==> src/rtl/eth_pkg.sv <==
// Shared definitions for the Ethernet word-link receive path.
//   rx_state_t     : receive FSM states
//   HDR_*          : header field bit positions within the 32-bit header word
//   ETH_ADDR_W/LEN : header field widths
//   ETH_BCAST_ADDR : broadcast destination address
package eth_pkg;

  localparam int unsigned ETH_ADDR_W = 8;
  localparam int unsigned ETH_LEN_W  = 16;

  localparam logic [ETH_ADDR_W-1:0] ETH_BCAST_ADDR = 8'hFF;

  // Header word layout: [31:24] dest, [23:16] src, [15:0] length in words.
  localparam int unsigned HDR_DEST_MSB = 31;
  localparam int unsigned HDR_DEST_LSB = 24;
  localparam int unsigned HDR_SRC_MSB  = 23;
  localparam int unsigned HDR_SRC_LSB  = 16;
  localparam int unsigned HDR_LEN_MSB  = 15;
  localparam int unsigned HDR_LEN_LSB  = 0;

  typedef enum logic [1:0] {
    StIdle,
    StPayload,
    StDrop
  } rx_state_t;

endpackage

==> src/rtl/eth_sync_fifo.sv <==
// Synchronous first-word-fall-through FIFO.
//   clk, rst    : clock, synchronous active-high reset (flushes contents)
//   wr_en       : push wr_data (ignored when full unless a pop happens in the same cycle)
//   wr_data     : word to push
//   rd_en       : pop the head word (ignored when empty)
//   rd_data     : head word, valid whenever empty is low
//   empty, full : occupancy flags
//   count       : number of stored words
// Depth must be a power of two so the pointers wrap naturally.
module eth_sync_fifo #(
  parameter int unsigned Width = 34,
  parameter int unsigned Depth = 32
) (
  input  logic                     clk,
  input  logic                     rst,
  input  logic                     wr_en,
  input  logic [Width-1:0]         wr_data,
  input  logic                     rd_en,
  output logic [Width-1:0]         rd_data,
  output logic                     empty,
  output logic                     full,
  output logic [$clog2(Depth):0]   count
);

  localparam int unsigned AddrW = $clog2(Depth);
  localparam int unsigned CntW  = AddrW + 1;

  logic [Width-1:0] mem_q [Depth];
  logic [AddrW-1:0] wr_ptr_q, rd_ptr_q;
  logic [CntW-1:0]  count_q;
  logic             do_push, do_pop;

  assign empty   = (count_q == '0);
  assign full    = (count_q == CntW'(Depth));
  assign do_pop  = rd_en && !empty;
  // A pop frees a slot in the same cycle, so push is legal even when full.
  assign do_push = wr_en && (!full || do_pop);
  assign rd_data = mem_q[rd_ptr_q];
  assign count   = count_q;

  always_ff @(posedge clk) begin
    if (do_push) begin
      mem_q[wr_ptr_q] <= wr_data;
    end
  end

  always_ff @(posedge clk) begin
    if (rst) begin
      wr_ptr_q <= '0;
      rd_ptr_q <= '0;
      count_q  <= '0;
    end else begin
      if (do_push) wr_ptr_q <= wr_ptr_q + AddrW'(1);
      if (do_pop)  rd_ptr_q <= rd_ptr_q + AddrW'(1);
      unique case ({do_push, do_pop})
        2'b10:   count_q <= count_q + CntW'(1);
        2'b01:   count_q <= count_q - CntW'(1);
        default: count_q <= count_q;
      endcase
    end
  end

endmodule

==> src/rtl/eth_pkt_rx.sv <==
// Ethernet word-link packet receiver.
// Parses a one-word header, filters on destination and length, and forwards payload
// words into an output FIFO presented as a valid/ready stream. Keeps saturating
// good/drop packet counters.
//   clk, rst           : clock, synchronous active-high reset
//   in_valid/sop/eop   : link word qualifiers (no backpressure toward the link)
//   in_data            : link word
//   out_valid/ready    : payload stream handshake
//   out_data/last/err  : payload word, end-of-packet flag, length-mismatch flag
//   rx_busy            : FSM not idle
//   good_cnt, drop_cnt : packets forwarded cleanly / dropped or errored
// Build option: define ETH_RX_BCAST_EN to also accept destination 8'hFF.
module eth_pkt_rx
  import eth_pkg::*;
#(
  parameter logic [ETH_ADDR_W-1:0] MY_ADDR    = 8'h01,
  parameter int unsigned           MAX_WORDS  = 16,
  parameter int unsigned           FIFO_DEPTH = 32,
  parameter int unsigned           CNT_W      = 16
) (
  input  logic             clk,
  input  logic             rst,
  input  logic             in_valid,
  input  logic             in_sop,
  input  logic             in_eop,
  input  logic [31:0]      in_data,
  output logic             out_valid,
  input  logic             out_ready,
  output logic [31:0]      out_data,
  output logic             out_last,
  output logic             out_err,
  output logic             rx_busy,
  output logic [CNT_W-1:0] good_cnt,
  output logic [CNT_W-1:0] drop_cnt
);

  localparam int unsigned WordW = 34;  // {err, last, data}
  localparam int unsigned FcntW = $clog2(FIFO_DEPTH) + 1;

  rx_state_t            state_q;
  logic [ETH_LEN_W-1:0] rem_q;
  logic                 push_q;
  logic [WordW-1:0]     push_word_q;
  logic [CNT_W-1:0]     good_cnt_q, drop_cnt_q;

  logic [ETH_ADDR_W-1:0] hdr_dest;
  logic [ETH_LEN_W-1:0]  hdr_len;
  logic                  dest_ok, len_ok, space_ok, hdr_ok;
  logic [31:0]           occupancy;

  logic [WordW-1:0] fifo_rd_data;
  logic             fifo_empty, fifo_full;
  logic [FcntW-1:0] fifo_count;

  function automatic logic [CNT_W-1:0] sat_inc(input logic [CNT_W-1:0] v);
    return (&v) ? v : v + CNT_W'(1);
  endfunction

  always_comb begin
    hdr_dest = in_data[HDR_DEST_MSB:HDR_DEST_LSB];
    hdr_len  = in_data[HDR_LEN_MSB:HDR_LEN_LSB];
`ifdef ETH_RX_BCAST_EN
    dest_ok  = (hdr_dest == MY_ADDR) || (hdr_dest == ETH_BCAST_ADDR);
`else
    dest_ok  = (hdr_dest == MY_ADDR);
`endif
    len_ok   = (hdr_len != '0) && (32'(hdr_len) <= MAX_WORDS);
    // The word staged in push_q is not yet in the FIFO but already owns a slot.
    // No credit is taken for a pop happening in the same cycle.
    occupancy = 32'(fifo_count) + 32'(push_q);
    space_ok  = (32'(hdr_len) + occupancy) <= FIFO_DEPTH;
    hdr_ok    = dest_ok && len_ok && space_ok;
  end

  always_ff @(posedge clk) begin
    if (rst) begin
      state_q     <= StIdle;
      rem_q       <= '0;
      push_q      <= 1'b0;
      push_word_q <= '0;
      good_cnt_q  <= '0;
      drop_cnt_q  <= '0;
    end else begin
      push_q <= 1'b0;
      unique case (state_q)
        StIdle: begin
          if (in_valid && in_sop) begin
            if (hdr_ok) begin
              rem_q   <= hdr_len;
              state_q <= StPayload;
            end else begin
              drop_cnt_q <= sat_inc(drop_cnt_q);
              state_q    <= in_eop ? StIdle : StDrop;
            end
          end
        end
        StPayload: begin
          // in_sop is plain data here; there is no resynchronisation.
          if (in_valid) begin
            push_q <= 1'b1;
            rem_q  <= rem_q - ETH_LEN_W'(1);
            if (rem_q == ETH_LEN_W'(1)) begin
              push_word_q <= {!in_eop, 1'b1, in_data};
              if (in_eop) begin
                good_cnt_q <= sat_inc(good_cnt_q);
                state_q    <= StIdle;
              end else begin
                drop_cnt_q <= sat_inc(drop_cnt_q);
                state_q    <= StDrop;
              end
            end else if (in_eop) begin
              push_word_q <= {1'b1, 1'b1, in_data};
              drop_cnt_q  <= sat_inc(drop_cnt_q);
              state_q     <= StIdle;
            end else begin
              push_word_q <= {1'b0, 1'b0, in_data};
            end
          end
        end
        StDrop: begin
          if (in_valid && in_eop) state_q <= StIdle;
        end
        default: state_q <= StIdle;
      endcase
    end
  end

  eth_sync_fifo #(
    .Width (WordW),
    .Depth (FIFO_DEPTH)
  ) u_fifo (
    .clk     (clk),
    .rst     (rst),
    .wr_en   (push_q),
    .wr_data (push_word_q),
    .rd_en   (out_ready),
    .rd_data (fifo_rd_data),
    .empty   (fifo_empty),
    .full    (fifo_full),
    .count   (fifo_count)
  );

  assign out_valid = !fifo_empty;
  assign out_err   = fifo_rd_data[33];
  assign out_last  = fifo_rd_data[32];
  assign out_data  = fifo_rd_data[31:0];
  assign rx_busy   = (state_q != StIdle);
  assign good_cnt  = good_cnt_q;
  assign drop_cnt  = drop_cnt_q;

  // Admission control guarantees the FIFO never overflows.
  logic unused_full;
  assign unused_full = fifo_full;

endmodule

==> config.mk <==
export PLATFORM = sky130hd
export DESIGN_NAME = eth_pkt_rx
export DESIGN_NICKNAME = d
export VERILOG_FILES = /design/src/rtl/eth_pkg.sv /design/src/rtl/eth_sync_fifo.sv /design/src/rtl/eth_pkt_rx.sv
export SDC_FILE = /design/constraint.sdc
export NUM_CORES = 1
export LEC_CHECK = 0
export ABC_CLOCK_PERIOD_IN_PS = 10600
export CELL_PAD_IN_SITES_DETAIL_PLACEMENT = 0
export CELL_PAD_IN_SITES_GLOBAL_PLACEMENT = 1
export CORE_ASPECT_RATIO = 1.1
export CORE_MARGIN = 5
export CORE_UTILIZATION = 55
export DETAILED_ROUTE_END_ITERATION = 10
export PLACE_DENSITY = 0.92
export SLEW_MARGIN = 20
export SYNTH_ARGS = -nofsm -noshare
export SYNTH_HDL_FRONTEND = slang
export SYNTH_SLANG_ARGS = --single-unit
==> constraint.sdc <==
create_clock -name clk -period 10.6 [get_ports clk]
set_clock_uncertainty 0.2 [all_clocks]
set_input_delay 2.65 -clock clk [delete_from_list [all_inputs] [get_ports clk]]
set_output_delay 2.65 -clock clk [all_outputs]
set_load 0.02 [all_outputs]
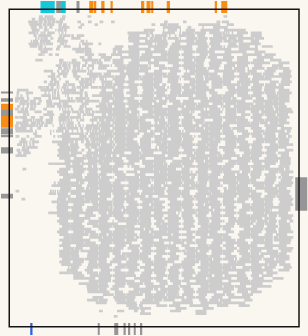
*Ports around the boundary, run 1*
Pins as bars across the die edge, other pins in grey.
- in_data: orange (pins 32; direction input; edge 20 north, 12 west)
- clk: blue (pins 1; direction input; edge south)
- good_cnt: cyan (pins 16; direction output; edge north)
- all pins by edge: 42 north, 32 west, 24 east, 8 south

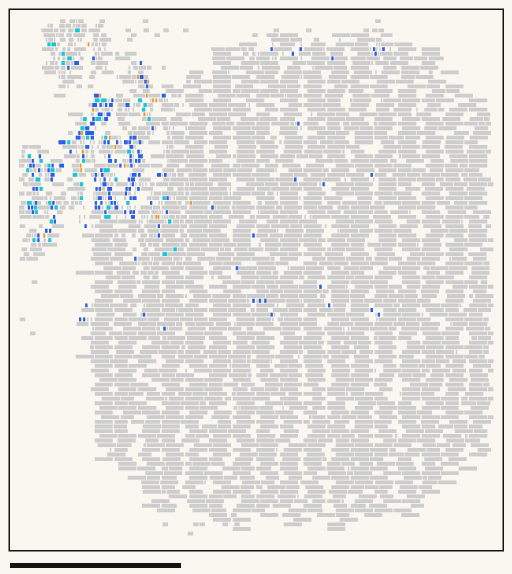
*Gate families picked out, run 1*
The bar under the picture is 100 um long.
- and/or cells: cyan (cells 47)
- inv cells: orange (cells 20; where north-west)
- aoi and oai cells: blue (cells 146)

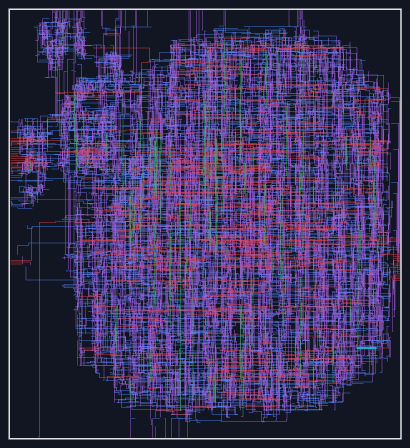
*Wiring by layer, run 1*
- M5: cyan (wire length 12.9 um)
- M2: purple (wire length 63.5 mm)
- M3: red (wire length 13,700 um)
- M4: green (wire length 4,960 um)
- M1: blue (wire length 41.4 mm)

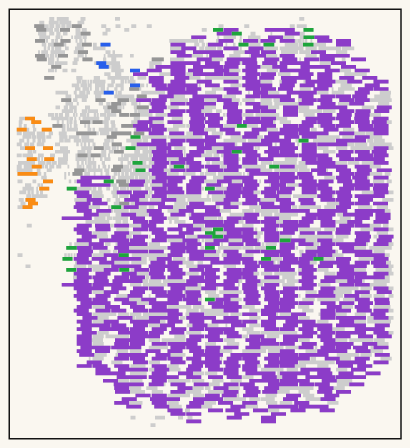
*Sequential cells coloured by netlist name, run 1*
Other sequential cells in the stronger grey, the rest of the logic in the fainter grey.
- push_word_q: green (flops 34)
- u_fifo.mem_q: purple (flops 1,088)
- drop_cnt: orange (flops 16)
- u_fifo.count: blue (flops 6; where north-west)
- not coloured: 50

==> run notes, run 1 <==
yosys + openroad results -> status=completed, final estimated routing congestion in global placement=approximately 0.82, cell area power density=around 170 nW/um^2, Top cell excl fill/tap=edfxtp_1, net count reported at finish=2,474, final standard cell utilization of the core=between 60 and 70%, CTS Sinks=~1,200, Nets at Floorplan=around 2,300, main flop type after synthesis=edfxtp_1, number of storage elements in the synthesis netlist=approximately 1,200, combinational logic power=roughly 0.057 mW, area-dominant cell class after layout=sequential cells, endpoint kind of the worst setup timing path=output pin, number of I/O port buffers=around 110, average footprint of a synthesized cell=~21 sq um, PostCTS Resize Cnt=0, net switching fraction of the power=between 10% and 20%, share of total power in combinational logic=less than 1%, instance tally after logic synthesis=around 2,300, Avg Vias per Cell=a little under 7, part of the power in the clock network=about 45%, Clock buffer cells=157, sequential-to-total area share from yosys stat=between 70% and 80%, number of non-clock inverters=20, sequential share of power=a little over half, logic gate fraction of the total cell area=a little over a fifth, total congestion overflow=0, yosys cell count=2,260, CP required=around 7.8 ns, period utilisation layout=between 60% and 70%, worst skew pair latency=between 0.6 and 0.7 ns, Final Total Pwr=about 9 mW, # Max-Cap Violations=0, final period demand of the worst path=about 7.4 ns, portion of the layout cell area used by clock cells=7.15%, antenna violations before repair=5, count of library flops with an enable pin=around 1,100, Slowest-stage cell, CP=dfxtp_4, Final HPWL DP=61,500 um, final setup TNS=0 ns, pin count of the biggest net entering global routing=98, Iteration-0 DRC Markers=around 3,900
## run 1: logic make-up after synthesis
group,Yosys count,synth area share (%)
xor+xnor,31,0.583
flops,1194,74.7
fa+ha+maj,24,0.693
simple gates,336,3.44
compound gates,156,1.98
buf+inv,135,1.12
mux,384,17.5
## run 1: worst paths after layout
kind,from,end,slack (ns),depth (start not counted)
setup reg to reg,rem_q[7],drop_cnt[5],6.53,11
hold / removal,rem_q[10],rem_q[10],0.29,2
hold reg to reg,rem_q[10],rem_q[10],0.29,2
setup / recovery,register,out_data[10],3.22,5
## run 1: routing by layer
metal  vias up  global-route usage, %  part of all wire (%)
li1       9620                      -                     -
met1     12700                   35.3                    34
met2      2021                   45.6                    51
met3       292                   5.47                    11
met4         2                   11.3                   4.0
met5         -                      0                0.0097
## Run 2: what changed since run 1
--- a/config.mk
+++ b/config.mk
@@ -5,14 +5,14 @@
 export SDC_FILE = /design/constraint.sdc
 export NUM_CORES = 1
 export LEC_CHECK = 0
-export ABC_CLOCK_PERIOD_IN_PS = 10600
+export ABC_CLOCK_PERIOD_IN_PS = 6400
 export CELL_PAD_IN_SITES_DETAIL_PLACEMENT = 0
 export CELL_PAD_IN_SITES_GLOBAL_PLACEMENT = 1
 export CORE_ASPECT_RATIO = 1.1
 export CORE_MARGIN = 5
-export CORE_UTILIZATION = 55
+export CORE_UTILIZATION = 49
 export DETAILED_ROUTE_END_ITERATION = 10
-export PLACE_DENSITY = 0.92
+export PLACE_DENSITY = 0.87
 export SLEW_MARGIN = 20
 export SYNTH_ARGS = -nofsm -noshare
 export SYNTH_HDL_FRONTEND = slang
==> constraint.sdc (replaced) <==
create_clock -name clk -period 6.4 [get_ports clk]
set_clock_uncertainty 0.2 [all_clocks]
set_input_delay 1.6 -clock clk [delete_from_list [all_inputs] [get_ports clk]]
set_output_delay 1.6 -clock clk [all_outputs]
set_load 0.02 [all_outputs]
==> run notes, run 2 <==
yosys + openroad results -> status=completed (unchanged), total congestion overflow=0 (unchanged), endpoint kind of the worst setup timing path=output pin (unchanged), area fraction in compound gates=1.98% (unchanged), net switching fraction of the power=19.5% (was 19.4%), internal reg-to-reg setup slack=2.30 ns (was 6.53 ns), sequential cell power=8.37 mW (was 5.06 mW), sequential share of power=55.0% (was 54.6%), final setup TNS=0 ns (unchanged), pin count of the biggest net entering global routing=83 (was 98), critical register-to-register path startpoint=rem_q[7] (unchanged), CTS Sinks=1,194 (unchanged), r2r worst-path depth=12 (was 11), sequential-to-total area share from yosys stat=74.7% (unchanged), Nets at Floorplan=2,322 (unchanged), stages on the worst setup path=5 (unchanged), share of the synthesized netlist area taken by xor and xnor gates=0.583% (unchanged), instance tally after logic synthesis=2,260 (unchanged), combinational logic power=about 0.095 mW, Avg Vias per Cell=6.46 (was 6.74), Post-Layout Inst Area=53,500 sq um (was 53,100 sq um), cell area power density=284 nW/um^2 (was 174 nW/um^2), Worst Hold Path Cells=2 (unchanged), mux cell area share after synthesis=17.5% (unchanged), Top cell excl fill/tap=edfxtp_1 (unchanged), final estimated routing congestion in global placement=0.814 (was 0.821), area share of the largest cell type after synthesis=70.1% (unchanged), Slowest-stage cell, CP=dfxtp_4 (unchanged), Iteration-0 DRC Markers=3,474 (was 3,910), worst skew pair latency=0.69 ns (was 0.68 ns), yosys cell count=2,260 (unchanged), final period demand of the worst path=approximately 5.7 ns, number of I/O port buffers=105 (unchanged), basic-gate share of the synthesized area counting and, or, nand and nor cells=3.44% (unchanged), number of storage elements in the synthesis netlist=1,194 (unchanged), Synth Area in Adders=0.693% (unchanged), net count reported at finish=2,490 (was 2,474), average footprint of a synthesized cell=20.6 sq um (unchanged), reg-to-reg critical path endpoint=drop_cnt[3] (was drop_cnt[5]), Final Total Pwr=15.2 mW (was 9.26 mW), count of library flops with an enable pin=1,088 (unchanged), PostCTS Resize Cnt=0 (unchanged), period utilisation layout=approximately nine tenths, share of total power in combinational logic=0.6% (about the same), vias in the first global route=24,800 (was 25,200), # Max-Cap Violations=0 (unchanged), main flop type after synthesis=edfxtp_1 (unchanged)
run 2: cell counts after synthesis:
No cell type changed its count.
run 2: per-layer routing:
metal  track usage (%)  part of all wire [%]
met3              4.39                    11
met4              7.57                   3.4
met1              31.4                    35
met5                 0                 0.011
met2              40.4                    51
run 2: cell type report:
class,instances,share of cell area [%]
repair buffers,173,3.40
clock inverters,67,1.44
inverters,20,0.140
multi-input cells,931,21.5
clock buffers,138,5.51
flip-flops and latches,1194,65.1
well taps,1260,2.95
run 2: worst reg2reg max path, stage by stage, from the launching register on:
cell     delay, ns
dfxtp_1       0.37
or4_4         0.59
nor4_1        0.43
nand3_1       0.17
ha_1          0.29
or3b_1        0.39
a21o_1        0.20
a41oi_1       0.25
and2_1        0.18
a22oi_2       0.21
buf_4         0.26
or3_1         0.34
a21oi_1       0.14
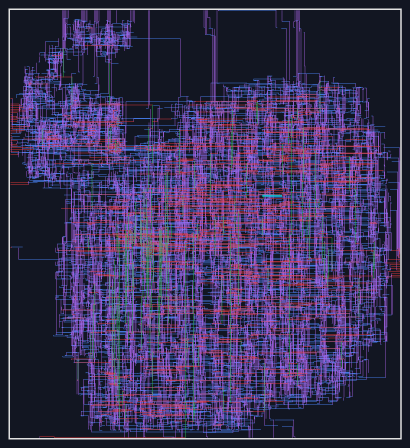
*Wiring by layer, run 2*
routed wire length per instance: 32.1 um
overall routed net length: 121,000 um

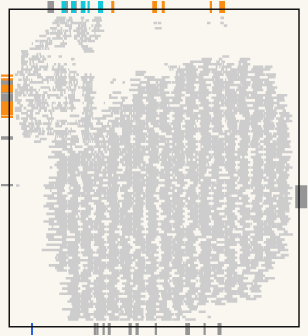
*Ports around the boundary, run 2*
Pins as bars across the die edge, other pins in grey.
- clk: blue (pins 1; direction input; edge south)
- in_data: orange (pins 32; direction input; edge 18 west, 14 north)
- good_cnt: cyan (pins 16; direction output; edge north)
- all pins by edge: 40 north, 32 west, 17 south, 17 east

Power is estimated from default activity; no workload was simulated.
